### config.mk
export PLATFORM = sky130hd
export DESIGN_NAME = uart_rx
export DESIGN_NICKNAME = d
export VERILOG_FILES = /design/src/rtl/uart_rx.sv
export SDC_FILE = /design/constraint.sdc
export NUM_CORES = 1
export LEC_CHECK = 0
export CAP_MARGIN = 40
export CORE_ASPECT_RATIO = 1.4
export CORE_MARGIN = 3
export CORE_UTILIZATION = 41
export DETAILED_ROUTE_END_ITERATION = 10
export GPL_TIMING_DRIVEN = 0
export HOLD_SLACK_MARGIN = 0.03
export PLACE_DENSITY = 0.71
export SETUP_SLACK_MARGIN = 0.1
export SYNTH_ARGS = -nofsm -noshare
export SYNTH_HDL_FRONTEND = slang
export SYNTH_SLANG_ARGS = --single-unit
export TNS_END_PERCENT = 100
### constraint.sdc
create_clock -name clk -period 2.4 [get_ports clk]
set_clock_uncertainty 0.05 [all_clocks]
set_input_delay 0.6 -clock clk [delete_from_list [all_inputs] [get_ports clk]]
set_output_delay 0.6 -clock clk [all_outputs]
set_load 0.05 [all_outputs]
### src/rtl/uart_rx.sv
// UART receiver: oversampled 8N1-style frame recovery with framing-error detection.
// Expects baud_tick from the shared baud generator at OVERSAMPLE x the bit rate.
module uart_rx #(
  parameter int OVERSAMPLE  = 16,
  parameter int DATA_BITS   = 8,
  parameter int SYNC_STAGES = 2
) (
  input  logic                 clk,
  input  logic                 rst,
  input  logic                 baud_tick,
  input  logic                 rx_in,
  output logic [DATA_BITS-1:0] rx_data,
  output logic                 rx_valid,
  output logic                 frame_err,
  output logic                 rx_busy
);

  localparam int TW = $clog2(OVERSAMPLE);
  localparam int BW = $clog2(DATA_BITS) + 1;

  localparam logic [TW-1:0] MID_TICK  = TW'(OVERSAMPLE / 2 - 1);
  localparam logic [TW-1:0] LAST_TICK = TW'(OVERSAMPLE - 1);
  localparam logic [BW-1:0] LAST_BIT  = BW'(DATA_BITS - 1);

  typedef enum logic [2:0] {
    IDLE,
    START,
    DATA,
    STOP,
    BREAK
  } state_t;

  state_t                 state_q, state_d;
  logic [TW-1:0]          tick_q, tick_d;
  logic [BW-1:0]          bit_q, bit_d;
  logic [DATA_BITS-1:0]   shift_q, shift_d;
  logic [DATA_BITS-1:0]   data_d;
  logic                   valid_d;
  logic                   ferr_d;
  logic [SYNC_STAGES-1:0] sync_q;
  logic                   rx_s;

  // Synchronizer resets to the idle line level so reset never looks like a start edge.
  always_ff @(posedge clk) begin
    if (rst) begin
      sync_q <= '1;
    end else begin
      sync_q <= {sync_q[SYNC_STAGES-2:0], rx_in};
    end
  end

  assign rx_s = sync_q[SYNC_STAGES-1];

  always_ff @(posedge clk) begin
    if (rst) begin
      state_q   <= IDLE;
      tick_q    <= '0;
      bit_q     <= '0;
      shift_q   <= '0;
      rx_data   <= '0;
      rx_valid  <= 1'b0;
      frame_err <= 1'b0;
    end else begin
      state_q   <= state_d;
      tick_q    <= tick_d;
      bit_q     <= bit_d;
      shift_q   <= shift_d;
      rx_data   <= data_d;
      rx_valid  <= valid_d;
      frame_err <= ferr_d;
    end
  end

  always_comb begin
    state_d = state_q;
    tick_d  = tick_q;
    bit_d   = bit_q;
    shift_d = shift_q;
    data_d  = rx_data;
    valid_d = 1'b0;
    ferr_d  = 1'b0;

    case (state_q)
      IDLE: begin
        tick_d = '0;
        if (!rx_s) begin
          state_d = START;
        end
      end

      START: begin
        if (baud_tick) begin
          if (tick_q == MID_TICK) begin
            tick_d = '0;
            if (!rx_s) begin
              state_d = DATA;
              bit_d   = '0;
            end else begin
              state_d = IDLE;
            end
          end else begin
            tick_d = tick_q + 1'b1;
          end
        end
      end

      DATA: begin
        if (baud_tick) begin
          if (tick_q == LAST_TICK) begin
            tick_d  = '0;
            // Right shift so the first (LSB) bit ends up at bit 0 after the last sample.
            shift_d = {rx_s, shift_q[DATA_BITS-1:1]};
            bit_d   = bit_q + 1'b1;
            if (bit_q == LAST_BIT) begin
              state_d = STOP;
            end
          end else begin
            tick_d = tick_q + 1'b1;
          end
        end
      end

      STOP: begin
        if (baud_tick) begin
          if (tick_q == LAST_TICK) begin
            tick_d = '0;
            if (rx_s) begin
              data_d  = shift_q;
              valid_d = 1'b1;
              state_d = IDLE;
            end else begin
              ferr_d  = 1'b1;
              state_d = BREAK;
            end
          end else begin
            tick_d = tick_q + 1'b1;
          end
        end
      end

      BREAK: begin
        // A line held low must return high before another start bit can be accepted.
        tick_d = '0;
        if (rx_s) begin
          state_d = IDLE;
        end
      end

      default: begin
        state_d = IDLE;
        tick_d  = '0;
      end
    endcase
  end

  assign rx_busy = (state_q != IDLE);

endmodule

run_1/ff_map.png
Bar = 20 microns. Other sequential cells in the stronger grey, the rest of the logic in the fainter grey.
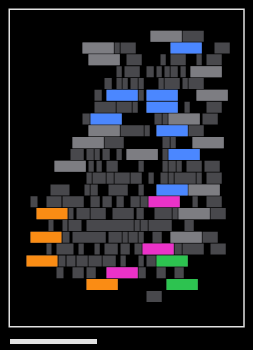
[tick_q] orange | sequential cells: 4 | where: bottom left
[shift_q] blue | sequential cells: 8
[sync_q] green | sequential cells: 2
[state_q] magenta | sequential cells: 3
not coloured: 14
fraction of area in registers: 39.0%
area used by sequential logic in the layout: 621 sq um
sequential group power: 0.519 mW

run_1/congestion_map.png
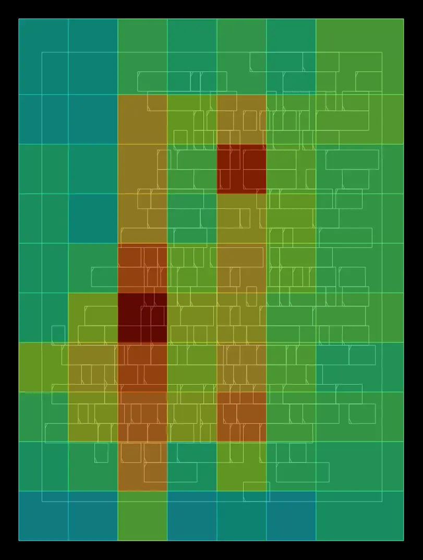
global-route total usage across every layer: 14.6%
GR Util met2: 21.6%
met3 Track Usage GR: 6.13%
met1 capacity usage during global routing: 16.6%

run_1/clock_wires.png
Bar = 20 microns.
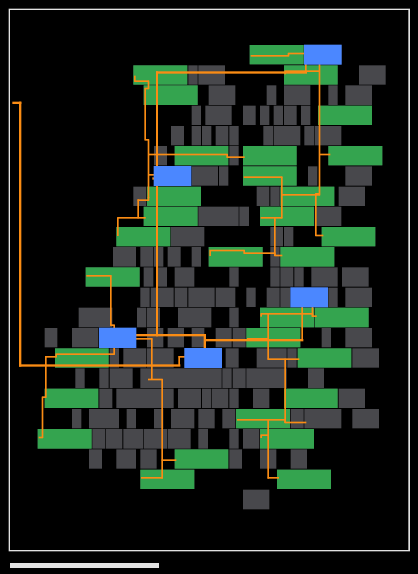
[clock wires] orange | length: 400 microns
[clock-net drivers] blue | count: 5
[flip-flops] green | count: 31
routed clock nets: 6
Clk network pwr share: 48.8%
clock-net power: 0.524 mW
Latency at later pin: 0.28 ns

==> notes.org, run 1 <==
#+TITLE: Synthesis and PnR summary

** GRT
- Overflow after GRT :: 0
- Vias in the first global route :: 915

** Route
- Summed over all nets, wire length on met3 after detailed routing comes to 124 microns.
- DRC Markers :: 0
- Remaining antenna violation count :: 0
- Summing over every cut layer, the via total after detailed routing is 1,049.
- Number of search-and-repair iterations in the first detailed-routing pass :: 4
- The detailed router put a total of 1120 microns of wire on met1.
- Post-detailed-route via-to-cell ratio :: 5.25

** Pwr
- Internal Power :: about 0.86 mW
- Share of power burned in registers :: 48.4%
- Per the power-grid run, VDD falls by no more than 0.445 mV.
- Switching component of the power :: 0.210 mW

** Setup path
- Among cell families on the critical path, the largest total delay comes from buffers and inverters.
- In this run the worst path has a maximum fanout of 9.
- Counting cells, the worst reg-to-reg path comes to 6.
- Critical-path top delay cell :: sky130_fd_sc_hd__or3_1
- CP required :: 1.75 ns
- R2r setup slk :: a little over 0.6 ns
- Crit path kind :: reg2out
- Arrival time worst endpoint :: 1.46 ns

** Final timing
- Per the finish-stage timing summary, setup violations number 0.
- Pins over their slew limit in the final report were tallied at 0.
- Time the worst path needs with I/O delays and setup :: 2.11 ns
- Sum of negative setup slack :: 0 ns

** Worst hold path
- For the worst min-delay path, the startpoint reported by OpenROAD is sync_q[0].
- Class of the most critical hold timing path :: reg2reg
- Endpoint of the worst hold-timing path :: sync_q[1]

** CTS
- Per the CTS log, the buffer count on the longest clock path is 2.
- The post-CTS hold buffer count recorded in the log is 0.
- In this run, CTS created clock tree buffers numbering 5.

** Place
- Cell Area, Placed :: 1480 sq um

** Final layout
- Per the cell usage report, the commonest logic cell in the layout is sky130_fd_sc_hd__dfxtp_1.
- The finished cells cover 1590 sq um.
- Area overhead of the layout relative to synthesis :: 22.2%

** Status
- Result of the run :: finished clean

** Floorplan
- IO Count :: 15
- The report lists the number of standard-cell rows as 23.
- Die height :: 72.7 microns

** Synthesis
- After synthesis the cells add up to 1300 sq um.
- The share of the Yosys chip area taken by registers is between 40% and 50%.
- The synthesized instance count is 142.
[run 1: flip-flops by register name (all words and copies together) (netlist names)]
register / flops
bit_q: 4
frame_err: 1
shift_q: 8
sync_q: 2
tick_q: 4
state_q: 3
rx_data: 8
rx_valid: 1
[run 1: power by group through the flow]
| stage | clock (mW) | sequential, mW | combinational (mW) |
|---|---|---|---|
| 2_1_floorplan | 0 | 0.530 | 0.0207 |
| 3_3_place_gp | 0 | 0.530 | 0.0307 |
| 3_5_place_dp | 0 | 0.530 | 0.0311 |
| 4_1_cts | 0.538 | 0.519 | 0.0305 |
| 5_1_grt | 0.560 | 0.519 | 0.0330 |
| 6_report | 0.524 | 0.519 | 0.0300 |
[run 1: worst max path at each step]
stage / from / endpoint / slack (ns) / cells past startpoint
6_report: state_q[2] / rx_busy / 0.29 / 3
2_1_floorplan: baud_tick / rx_data[0] / 0.63 / 6
3_3_place_gp: state_q[2] / rx_busy / 0.14 / 3
3_5_place_dp: state_q[2] / rx_busy / 0.14 / 3
4_1_cts: state_q[2] / rx_busy / 0.10 / 3
5_1_grt: state_q[2] / rx_busy / 0.22 / 3
[run 1: layout make-up]
cell class / count / area (sq um) / share of cell area, %
Tap cell: 37 / 46.3 / 2.91
Clock inverter: 2 / 35.0 / 2.20
Clock buffer: 6 / 82.6 / 5.19
Buffer: 8 / 45.0 / 2.83
Timing Repair Buffer: 13 / 125 / 7.87
Multi-Input combinational cell: 103 / 636 / 40.0
Sequential cell: 31 / 621 / 39.0
[run 1: metrics by stage]
| stage | power (mW) | util [%] | hold WS (ns) | std cells | setup WS (ns) |
|---|---|---|---|---|---|
| 2_1_floorplan | 0.551 | - | 0.339 | 142 | 0.627 |
| 3_3_place_gp | 0.561 | 49.9 | 0.349 | 192 | 0.136 |
| 3_5_place_dp | 0.562 | 49.9 | 0.352 | 192 | 0.143 |
| 4_1_cts | 1.09 | 53.8 | 0.369 | 200 | 0.103 |
| 5_1_grt | 1.11 | 53.7 | 0.381 | 200 | 0.222 |
| 6_report | 1.07 | 53.7 | 0.364 | 200 | 0.295 |
[run 1: cell families (layout without fill, tap and decap cells)]
| family | after synthesis | after routing | synth area share (%) |
|---|---|---|---|
| xor gates and xnor gates | 2 | 2 | 1.35 |
| and+or+nand+nor | 65 | 65 | 26.1 |
| adders and majority gates | 2 | 2 | 1.92 |
| DFF | 31 | 31 | 47.7 |
| buffers and inverters | 8 | 29 | 3.46 |
| AOI/OAI and AO/OA | 24 | 24 | 11.7 |
| muxes | 10 | 10 | 7.79 |
[run 1: cells in the mapped netlist (all sizes together)]
cell	count	area share, %
o211ai	2	1.2
mux2	1	0.87
buf	5	2.6
nor3b	1	0.96
mux2i	9	6.9
and4	1	0.67
ha	2	1.9
nand4	1	1.6
or2b	1	0.58
nand3	2	0.77
and4b	1	0.77
nand2b	1	0.48
clkbuf	3	0.87
nand4b	1	0.67
xor2	2	1.3
a311oi	5	3.8
or2	4	1.9
nor3	4	1.9
o21ai	2	0.77
dfxtp	31	48
nor4	1	0.48
nor4b	1	1.2
or3	2	0.96
and3	1	0.48
a31oi	2	0.96
a21oi	13	5.0
nor2	18	5.2
nand2	24	6.9
nor2b	1	0.48
run_1/gates.png
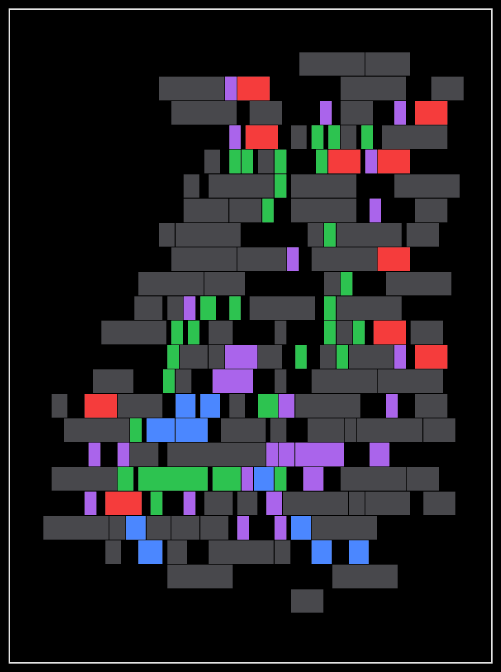

--- run 2 (diff from run 1) ---
- CORE_UTILIZATION: 41 -> 35
- PLACE_DENSITY: 0.71 -> 0.64
- SETUP_SLACK_MARGIN: 0.1 -> not set
run_2/gates.png
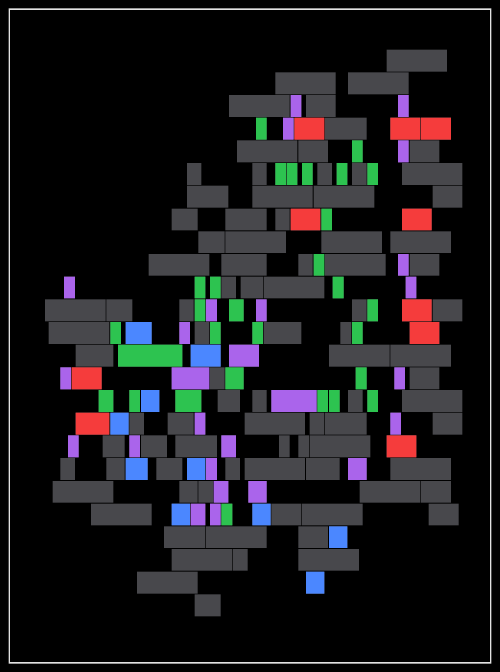
[nand cells] green | cells: 29 | most used: nand2_1
[nor cells] purple | cells: 26 | most used: nor2_1
[mux cells] red | cells: 10 | most used: mux2i_1
[and/or cells] blue | cells: 10
most frequent standard cell in the layout excluding fill and tap cells: sky130_fd_sc_hd__dfxtp_1
logic share of the area: 40.5%

run_2/congestion_map.png
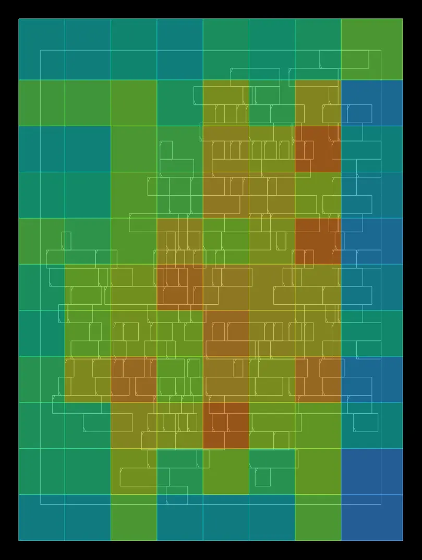
global-route total usage across every layer: 13.1%
met3 Track Usage GR: 4.44%

run_2/clock_wires.png
Bar = 20 microns.
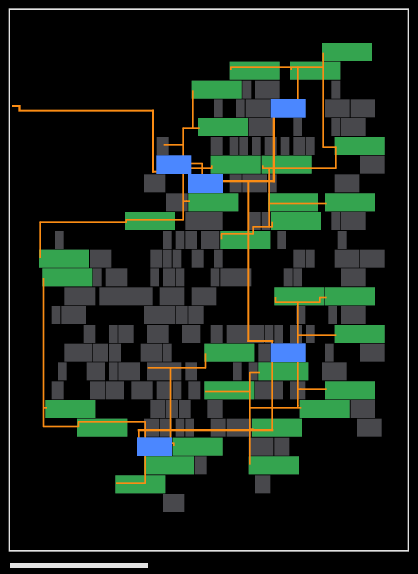
[clock wires] orange | length: 400 microns
[flip-flops] green | count: 31
[clock-net drivers] blue | count: 5
flops lie: all over the die
routed clock nets: 6
Clk network pwr share: 42.5%
clock-net power: 0.406 mW

==> run 2 against run 1 <==
Against the previous run:
- synthesized area did not move
- via count rose by 0.86%
- core utilization fell by 8.5 points
- combinational power barely moved
- critical endpoint unchanged
==> notes.org, run 2 <==
#+TITLE: Synthesis and PnR summary

** Status
- Result of the run :: finished clean

** Route
- The number of vias in the routed layout came to 1,058 (+0.86%).
- Number of search-and-repair iterations in the first detailed-routing pass :: 4 (unchanged)
- The DRC violations left is 0 (unchanged).

** CTS
- The clock latency reported for the late side of the worst-skew pair was 0.28 ns (about the same).
- The deepest clock path buffer count was 2 (unchanged).

** Final layout
- The total area of multi-input combinational cells came to 636 sq um (unchanged).
- Relative to the synthesized area, the layout overhead comes to 20.5%.

** Worst hold path
- For the worst min-delay path, the startpoint reported by OpenROAD is sync_q[0].

** Synthesis
- Commonest cells in the synthesized netlist :: sky130_fd_sc_hd__dfxtp_1, sky130_fd_sc_hd__nand2_1, sky130_fd_sc_hd__nor2_1, sky130_fd_sc_hd__a21oi_1, sky130_fd_sc_hd__mux2i_1
- The main area contributors are sky130_fd_sc_hd__dfxtp_1, sky130_fd_sc_hd__mux2i_1, sky130_fd_sc_hd__nand2_1.
- Cell taking the most area after synthesis :: sky130_fd_sc_hd__dfxtp_1
- The number of enable-type register cells in the synthesized netlist was 0 (unchanged).
- The synthesis stats list as the most numerous cell sky130_fd_sc_hd__dfxtp_1.

** GRT
- Overflow after GRT :: 0 (unchanged)

** Setup path
- The largest individual stage delay along the critical path comes from the cell sky130_fd_sc_hd__dlygate4sd2_1.
- OpenSTA lists the critical path startpoint as state_q[2].

** Final timing
- Time the worst path needs with I/O delays and setup :: 2.29 ns (+0.187 ns)
- Sum of negative setup slack :: 0 ns (unchanged)

** Floorplan
- Cell row count :: 25 (+8.7%)
[run 2: kinds of logic (layout without fill, tap and decap cells)]
family / Yosys count / in the layout / share of synthesized area [%]
adder cells (fa/ha/maj): 2 / 2 / 1.92
AND-OR/OR-AND: 24 / 24 / 11.7
multiplexers: 10 / 10 / 7.79
buffers and inverters: 8 / 28 / 3.46
XOR/XNOR: 2 / 2 / 1.35
flip-flops: 31 / 31 / 47.7
AND/OR/NAND/NOR: 65 / 65 / 26.1
[run 2: power breakdown]
part	internal, mW	total (mW)	switching, mW
Sequential	0.517	0.519	0.00183
Combinational	0.0111	0.0303	0.0193
Clock	0.224	0.406	0.182
[run 2: cell type report]
class                           count  share of cell area (%)
Clock inverter                      1                   0.319
Timing Repair Buffer               13                    8.22
Tap cell                           40                    3.19
Buffer                              8                    2.87
Multi-Input combinational cell    103                    40.5
Clock buffer                        6                    5.27
Sequential cell                    31                    39.6
[run 2: worst paths after layout]
check / endpoint / slack (ns) / cells after the start
worst min-delay path: sync_q[1] / 0.36 / 1
worst max-delay path: rx_busy / 0.11 / 3
worst max register to register: rx_data[3] / 0.63 / 6
worst min register to register: sync_q[1] / 0.36 / 1
[run 2: repair_timing]
action,4_1_cts,5_1_grt
hold buffers,0,0
resized,1,0
setup endpoints to repair,1,0
[run 2: metal layers]
layer,global-route usage (%),up-vias
li1,-,532
met1,13.6,501
met2,22.9,19
met3,4.44,6
met4,6.26,0
met5,0,-
[run 2: stage by stage]
stage / utilization, % / std cells / power [mW] / hold WS [ns] / worst slack (ns)
5_1_grt: 45.2 / 202 / 0.998 / 0.396 / 0.00869
3_5_place_dp: 42.7 / 195 / 0.562 / 0.352 / 0.126
3_3_place_gp: 42.7 / 195 / 0.561 / 0.349 / 0.155
2_1_floorplan: - / 142 / 0.551 / 0.339 / 0.627
6_report: 45.2 / 202 / 0.956 / 0.363 / 0.108
4_1_cts: 45.2 / 202 / 0.974 / 0.371 / 0.0842
No activity file was given, so power comes from the tool's default toggle rates.
